File: config.mk
export PLATFORM = sky130hd
export DESIGN_NAME = store_commit_queue_flat
export DESIGN_NICKNAME = d
export VERILOG_FILES = /design/src/rtl/store_commit_queue_if.sv /design/src/rtl/store_commit_queue.sv /design/src/flat_wrapper.sv
export SDC_FILE = /design/constraint.sdc
export NUM_CORES = 2
export LEC_CHECK = 0
export CAP_MARGIN = 5
export CORE_UTILIZATION = 65
export DETAILED_ROUTE_END_ITERATION = 7
export PLACE_DENSITY_LB_ADDON = 0.15
export SYNTH_ARGS = -nofsm -noshare
export SYNTH_HDL_FRONTEND = slang
export SYNTH_SLANG_ARGS = --single-unit
File: constraint.sdc
create_clock -name clk -period 10.91 [get_ports clk]
set_clock_uncertainty 0.2 [all_clocks]
set_input_delay 1.6365 -clock clk [delete_from_list [all_inputs] [get_ports clk]]
set_output_delay 1.6365 -clock clk [all_outputs]
set_load 0.02 [all_outputs]
File: src/rtl/store_commit_queue_if.sv
// store_commit_queue_if
//   Data-memory write port used by the store commit queue to drain
//   committed stores.
//   mem_we    - write request, held stable until accepted
//   mem_addr  - word address of the request
//   mem_wdata - write data of the request
//   mem_ready - memory accepts the pending request this cycle
//   Modports: master (the store queue side), slave (the memory side).
interface store_commit_queue_if #(
  parameter int ADDR_W = 10
);
  logic              mem_we;
  logic [ADDR_W-1:0] mem_addr;
  logic [31:0]       mem_wdata;
  logic              mem_ready;

  modport master (output mem_we, output mem_addr, output mem_wdata, input mem_ready);
  modport slave  (input mem_we, input mem_addr, input mem_wdata, output mem_ready);
endinterface

File: src/rtl/store_commit_queue.sv
// store_commit_queue
//   In-order store queue on the commit side of the ROB. Entries are
//   allocated in program order, filled out of order by ROB tag, retired
//   in order (up to two per cycle) and drained one at a time to data
//   memory. Committed, filled, not-yet-freed stores forward to loads.
// Ports:
//   clk, rst              - clock, asynchronous active-low reset
//   alloc, alloc_tag      - allocate tail entry for an issued store
//   fill*/fill*2          - two execute ports writing addr/data by tag
//   ret, ret2             - retire one or two oldest stores
//   mem                   - data-memory write port (master side)
//   ld_addr               - load address for forwarding lookup
//   fwd_hit, fwd_data     - youngest committed store to ld_addr
//   sq_full, sq_empty, sq_count - occupancy from the registered count
module store_commit_queue #(
  parameter int DEPTH  = 16,
  parameter int ADDR_W = 10
) (
  input  logic                       clk,
  input  logic                       rst,
  input  logic                       alloc,
  input  logic [4:0]                 alloc_tag,
  input  logic                       fill,
  input  logic [4:0]                 fill_tag,
  input  logic [ADDR_W-1:0]          fill_addr,
  input  logic [31:0]                fill_data,
  input  logic                       fill2,
  input  logic [4:0]                 fill_tag2,
  input  logic [ADDR_W-1:0]          fill_addr2,
  input  logic [31:0]                fill_data2,
  input  logic                       ret,
  input  logic                       ret2,
  store_commit_queue_if.master       mem,
  input  logic [ADDR_W-1:0]          ld_addr,
  output logic                       fwd_hit,
  output logic [31:0]                fwd_data,
  output logic                       sq_full,
  output logic                       sq_empty,
  output logic [$clog2(DEPTH):0]     sq_count
);
  localparam int PW = $clog2(DEPTH);
  localparam int CW = PW + 1;
  localparam logic [0:0] ST_IDLE  = 1'b0;
  localparam logic [0:0] ST_WRITE = 1'b1;

  logic [DEPTH-1:0]  valid_q, valid_d, filled_q, filled_d, committed_q, committed_d;
  logic [4:0]        tag_q  [DEPTH];
  logic [4:0]        tag_d  [DEPTH];
  logic [ADDR_W-1:0] addr_q [DEPTH];
  logic [ADDR_W-1:0] addr_d [DEPTH];
  logic [31:0]       data_q [DEPTH];
  logic [31:0]       data_d [DEPTH];
  logic [PW-1:0]     head_q, head_d, cptr_q, cptr_d, tail_q, tail_d;
  logic [CW-1:0]     count_q, count_d;
  logic [0:0]        state_q, state_d;
  logic              mem_we_q, mem_we_d;
  logic [ADDR_W-1:0] mem_addr_q, mem_addr_d;
  logic [31:0]       mem_wdata_q, mem_wdata_d;

  logic              free, alloc_ok, avail0, avail1;
  logic [PW-1:0]     cptr1, fwd_idx;
  logic [1:0]        n_req, n_ok;

  assign sq_full  = (count_q == CW'(DEPTH));
  assign sq_empty = (count_q == '0);
  assign sq_count = count_q;
  assign mem.mem_we    = mem_we_q;
  assign mem.mem_addr  = mem_addr_q;
  assign mem.mem_wdata = mem_wdata_q;

  assign free = (state_q == ST_WRITE) && mem.mem_ready;
  // At full the slot being freed is the tail slot, so an alloc in the same
  // cycle can reuse it and the count holds.
  assign alloc_ok = alloc && (!sq_full || free);

  always_comb begin
    valid_d     = valid_q;
    filled_d    = filled_q;
    committed_d = committed_q;
    tag_d       = tag_q;
    addr_d      = addr_q;
    data_d      = data_q;
    head_d      = head_q;
    tail_d      = tail_q;
    state_d     = state_q;
    mem_we_d    = mem_we_q;
    mem_addr_d  = mem_addr_q;
    mem_wdata_d = mem_wdata_q;

    // Fill CAM; port 2 is applied last so it wins on a shared tag.
    for (int i = 0; i < DEPTH; i++) begin
      if (fill && valid_q[i] && tag_q[i] == fill_tag) begin
        filled_d[i] = 1'b1;
        addr_d[i]   = fill_addr;
        data_d[i]   = fill_data;
      end
      if (fill2 && valid_q[i] && tag_q[i] == fill_tag2) begin
        filled_d[i] = 1'b1;
        addr_d[i]   = fill_addr2;
        data_d[i]   = fill_data2;
      end
    end

    // Retire: entries from cptr to tail are exactly the uncommitted ones,
    // so checking the next two slots gives the clamp.
    cptr1  = cptr_q + PW'(1);
    avail0 = valid_q[cptr_q] && !committed_q[cptr_q];
    avail1 = avail0 && valid_q[cptr1] && !committed_q[cptr1];
    n_req  = {1'b0, ret} + {1'b0, ret2};
    n_ok   = 2'd0;
    if (n_req != 2'd0 && avail0) n_ok = 2'd1;
    if (n_req == 2'd2 && avail1) n_ok = 2'd2;
    if (n_ok != 2'd0) committed_d[cptr_q] = 1'b1;
    if (n_ok == 2'd2) committed_d[cptr1]  = 1'b1;
    cptr_d = cptr_q + PW'(n_ok);

    // Drain: request stays registered and stable until accepted.
    if (state_q == ST_IDLE) begin
      if (valid_q[head_q] && committed_q[head_q] && filled_q[head_q]) begin
        mem_addr_d  = addr_q[head_q];
        mem_wdata_d = data_q[head_q];
        mem_we_d    = 1'b1;
        state_d     = ST_WRITE;
      end
    end else if (mem.mem_ready) begin
      valid_d[head_q]     = 1'b0;
      filled_d[head_q]    = 1'b0;
      committed_d[head_q] = 1'b0;
      head_d   = head_q + PW'(1);
      mem_we_d = 1'b0;
      state_d  = ST_IDLE;
    end

    // Alloc last so it overrides fill and free on the same slot.
    if (alloc_ok) begin
      valid_d[tail_q]     = 1'b1;
      filled_d[tail_q]    = 1'b0;
      committed_d[tail_q] = 1'b0;
      tag_d[tail_q]       = alloc_tag;
      tail_d = tail_q + PW'(1);
    end

    count_d = count_q + CW'(alloc_ok) - CW'(free);
  end

  // Forwarding: committed entries are contiguous from head, so walking
  // oldest to youngest and letting later matches override picks the youngest.
  always_comb begin
    fwd_hit  = 1'b0;
    fwd_data = '0;
    fwd_idx  = head_q;
    for (int k = 0; k < DEPTH; k++) begin
      fwd_idx = head_q + PW'(k);
      if (valid_q[fwd_idx] && committed_q[fwd_idx] && filled_q[fwd_idx] &&
          addr_q[fwd_idx] == ld_addr) begin
        fwd_hit  = 1'b1;
        fwd_data = data_q[fwd_idx];
      end
    end
  end

  always_ff @(posedge clk or negedge rst) begin
    if (!rst) begin
      valid_q     <= '0;
      filled_q    <= '0;
      committed_q <= '0;
      for (int i = 0; i < DEPTH; i++) begin
        tag_q[i]  <= '0;
        addr_q[i] <= '0;
        data_q[i] <= '0;
      end
      head_q      <= '0;
      cptr_q      <= '0;
      tail_q      <= '0;
      count_q     <= '0;
      state_q     <= ST_IDLE;
      mem_we_q    <= 1'b0;
      mem_addr_q  <= '0;
      mem_wdata_q <= '0;
    end else begin
      valid_q     <= valid_d;
      filled_q    <= filled_d;
      committed_q <= committed_d;
      tag_q       <= tag_d;
      addr_q      <= addr_d;
      data_q      <= data_d;
      head_q      <= head_d;
      cptr_q      <= cptr_d;
      tail_q      <= tail_d;
      count_q     <= count_d;
      state_q     <= state_d;
      mem_we_q    <= mem_we_d;
      mem_addr_q  <= mem_addr_d;
      mem_wdata_q <= mem_wdata_d;
    end
  end
endmodule
File: src/flat_wrapper.sv
// flat-port wrapper written by rule: the top's interface ports become plain ports
module store_commit_queue_flat 
#(
  parameter int DEPTH  = 16,
  parameter int ADDR_W = 10
)
  (clk, rst, alloc, alloc_tag, fill, fill_tag, fill_addr, fill_data, fill2, fill_tag2, fill_addr2, fill_data2, ret, ret2, ld_addr, fwd_hit, fwd_data, sq_full, sq_empty, sq_count, mem_mem_we, mem_mem_addr, mem_mem_wdata, mem_mem_ready);
  store_commit_queue_if #(.ADDR_W(ADDR_W)) mem_i ();
  input  logic clk;
  input  logic rst;
  input  logic alloc;
  input  logic [4:0] alloc_tag;
  input  logic fill;
  input  logic [4:0] fill_tag;
  input  logic [ADDR_W-1:0] fill_addr;
  input  logic [31:0] fill_data;
  input  logic fill2;
  input  logic [4:0] fill_tag2;
  input  logic [ADDR_W-1:0] fill_addr2;
  input  logic [31:0] fill_data2;
  input  logic ret;
  input  logic ret2;
  input  logic [ADDR_W-1:0] ld_addr;
  output logic fwd_hit;
  output logic [31:0] fwd_data;
  output logic sq_full;
  output logic sq_empty;
  output logic [$clog2(DEPTH):0] sq_count;
  output wire logic [$bits(mem_i.mem_we)-1:0] mem_mem_we;
  output wire logic [$bits(mem_i.mem_addr)-1:0] mem_mem_addr;
  output wire logic [$bits(mem_i.mem_wdata)-1:0] mem_mem_wdata;
  input wire logic [$bits(mem_i.mem_ready)-1:0] mem_mem_ready;
  assign mem_mem_we = mem_i.mem_we;
  assign mem_mem_addr = mem_i.mem_addr;
  assign mem_mem_wdata = mem_i.mem_wdata;
  assign mem_i.mem_ready = mem_mem_ready;
  store_commit_queue #(.DEPTH(DEPTH), .ADDR_W(ADDR_W)) u_core (.clk(clk), .rst(rst), .alloc(alloc), .alloc_tag(alloc_tag), .fill(fill), .fill_tag(fill_tag), .fill_addr(fill_addr), .fill_data(fill_data), .fill2(fill2), .fill_tag2(fill_tag2), .fill_addr2(fill_addr2), .fill_data2(fill_data2), .ret(ret), .ret2(ret2), .mem(mem_i), .ld_addr(ld_addr), .fwd_hit(fwd_hit), .fwd_data(fwd_data), .sq_full(sq_full), .sq_empty(sq_empty), .sq_count(sq_count));
endmodule
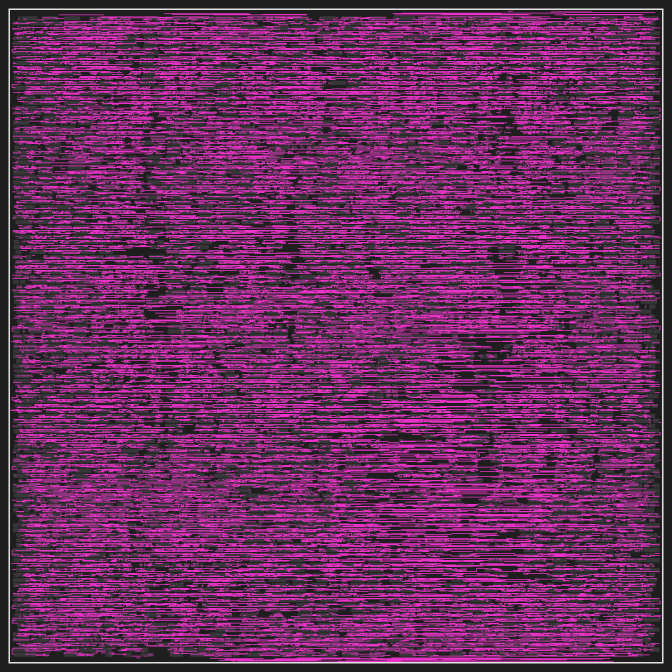
Figure 1: met1 routing.
Cells faint in the background.
The wires run mostly horizontal. The longest straight run is 151 um. 7732 nets have wire on it.

==> results.yml <==
# implementation run metrics
die:
  io_pins: 200
  dieWidth_um: 357
  chip_area_sq_mm: 0.127
  taps: 1637
  rows: 129
  coreArea_sq_mm: 0.124
  fp_util_pct: 65.8
  die_height_um: 357
clocking:
  post_cts_resized: 0
  clk_latency_ns: 0.78
  htree_num_levels: 3
  cts_buffers: 97
  clk_pin_slew_worst_paths_ns: 0.07
  cts-root-buf: "clkbuf_16"
  cts_sinks: 861
  cts_tree: "done"
  holdBufCountCts: 0
  cts_setup_buffers: 0
  cts_buffer_depth: 3
logic_synthesis:
  ys_cells: 8564
  largest_area_cell: "dfrtp_1"
  synth-edff-count: 0
  synthTopLogicFamily: "multiplexers"
  fp_nets: 8712
  synth.distinct_cells: 83
  synthFlopType: "dfrtp_1"
  simple_gate_area_share_pct: 12.8
  common_cells: "nand2_1 (1230), mux2i_1 (1084), nor2_1 (891), mux4_2 (890), dfrtp_1 (861)"
  yosysWarnings: 0
  synth_chip_area_sq_mm: 0.0818
  synth_flops: 861
  ys_sh_mux_pct: 39.3
  topCellsByArea: "dfrtp_1 (26%), mux4_2 (24%), mux2i_1 (13%)"
  post_synth.cell_area_avg_sq_um: 9.55
  xor_share_pct: 3.70
  ys_async_sr_fraction_pct: 100
  aoi_share_pct: 12.4
  adder_share_pct: 0.492
  ys_seq_share_pct: 26.3
routing:
  drt-initial-drc-count: 13800
  viasPerCell: 7.95
  drcViolationCount: 7
  wl_per_cell_um: 34.8
  ant_nets: 0
  dr.pass1.iters: 8
worst_hold_path:
  hold_path_class: "reg2reg"
  min_to: "u_core.mem.mem_wdata[29]"
  hold_start: "u_core.mem.mem_wdata[29]"
  whs_path_depth: 2
placement:
  pre_cts_ws_ns: 1.69
  io_buffer_count: 199
  hpwl_um: 213000
  globalplace.congestion: 1.09
  dp.cells: 9662
timing:
  setup_violations: 0
  fin_ws_ns: 0.390
  grt_setup_unrepaired: "false"
  worst_pin_slew_ns: 1.42
  fin_tns_setup_ns: 0
  min_period_ns: 10.52
  max_freq_mhz: 95.1
worst_setup_path:
  timing.rr.end: "u_core.mem.mem_wdata[26]"
  path_class: "reg2out"
  path_max_fanout: 52
  r2r_slack_ns: 5.21
  startpoint_type: "flop"
  crit_path_start: "u_core.head_q[1]"
  r2r_cells: 8
  endpoint: "fwd_data[9]"
  cp.required_ns: 9.07
  worst_r2r_startpoint: "u_core.head_q[0]"
  end_kind: "primary output"
cells_and_area:
  layout.cells.non_filler: 9857
  flop-count: 861
  final-clk-cell-share_pct: 3.94
  reg_top3: "u_core.data_q (512), u_core.addr_q (160), u_core.tag_q (80)"
  nNetsFinal: 8272
  postLayoutCoreUtil_pct: 70.4
  fin_area_sq_mm: 0.0875
  lay_top_count: "nand2_1"
  final-nonclk-buf-share_pct: 4.19
  sh_comb_area_pct: 64.5
  inverters_excl_clock: 64
  syn_to_final_growth_pct: 6.90
  nMultiInputCombCells: 6700
  seq_share_pct: 24.7
  fillCellCount: 9300
  largest_class: "logic gates"
  n_clock_buffer: 131
  largest-register: "u_core.data_q"
  largest_reg_flops: 512
  insertedDiodeCount: 16
  drive_above_1_share_pct: 17.4
flow_run:
  maxCapViolCount: 0
  tool_warnings: 67
grt:
  grt.met1_usage_pct: 67.4
  grt.total_usage_pct: 53.3
  grt_pass1_vias: 73400
  antenna_found_initial: 30
  grt_pass1_wl_um: 495000
  grt.busiest_layer: "met2"
  use_met3_pct: 23.7
  overflow: 0
  grt_max_degree: 157
status:
  outcome: "finished, violations left"
  violations: "design-rule violations"
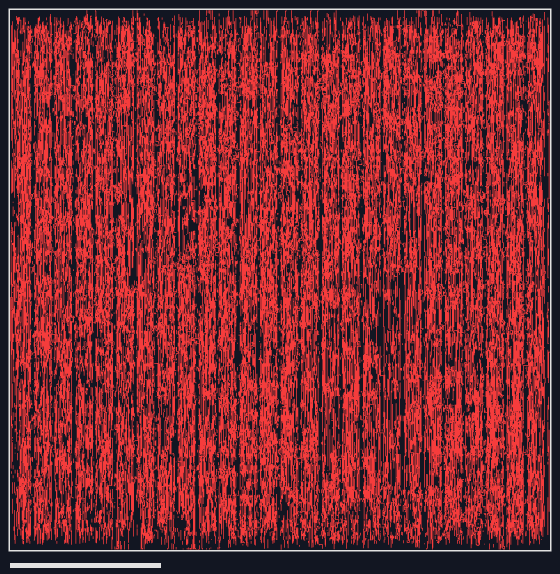
Figure 2: metal 2.
Bar = 100 um.
6623 nets have wire on it. The longest straight run is 90.8 um. The layer holds 41% of the routed length. The layer carries 140 mm of wire. The wires run mostly vertical.
Detailed Route WL: 343000 um
M2 GR Usage: 74.1%
vias: 78300

[worst max-delay path, stage by stage, from the launching register on]
cell	delay [ns]
dfrtp_4	1.00
inv_1	0.21
buf_4	0.31
ha_4	0.62
inv_6	0.35
nor2_1	0.78
a22oi_1	0.23
a21oi_1	0.22
nand4b_1	0.15
or4_4	0.15
nor3_4	0.04
buf_4	0.41
inv_2	1.12
nand2_1	0.14
a221o_1	0.40
a221o_1	0.34
o21ai_1	0.56
clkdlybuf4s50_1	0.73
[layer usage]
layer,wire [um],share of wire [%],vias up
li1,-,-,31000
met1,115000,33,37800
met2,140000,41,7537
met3,60000,17,1924
met4,27600,8.0,44
met5,443,0.13,-
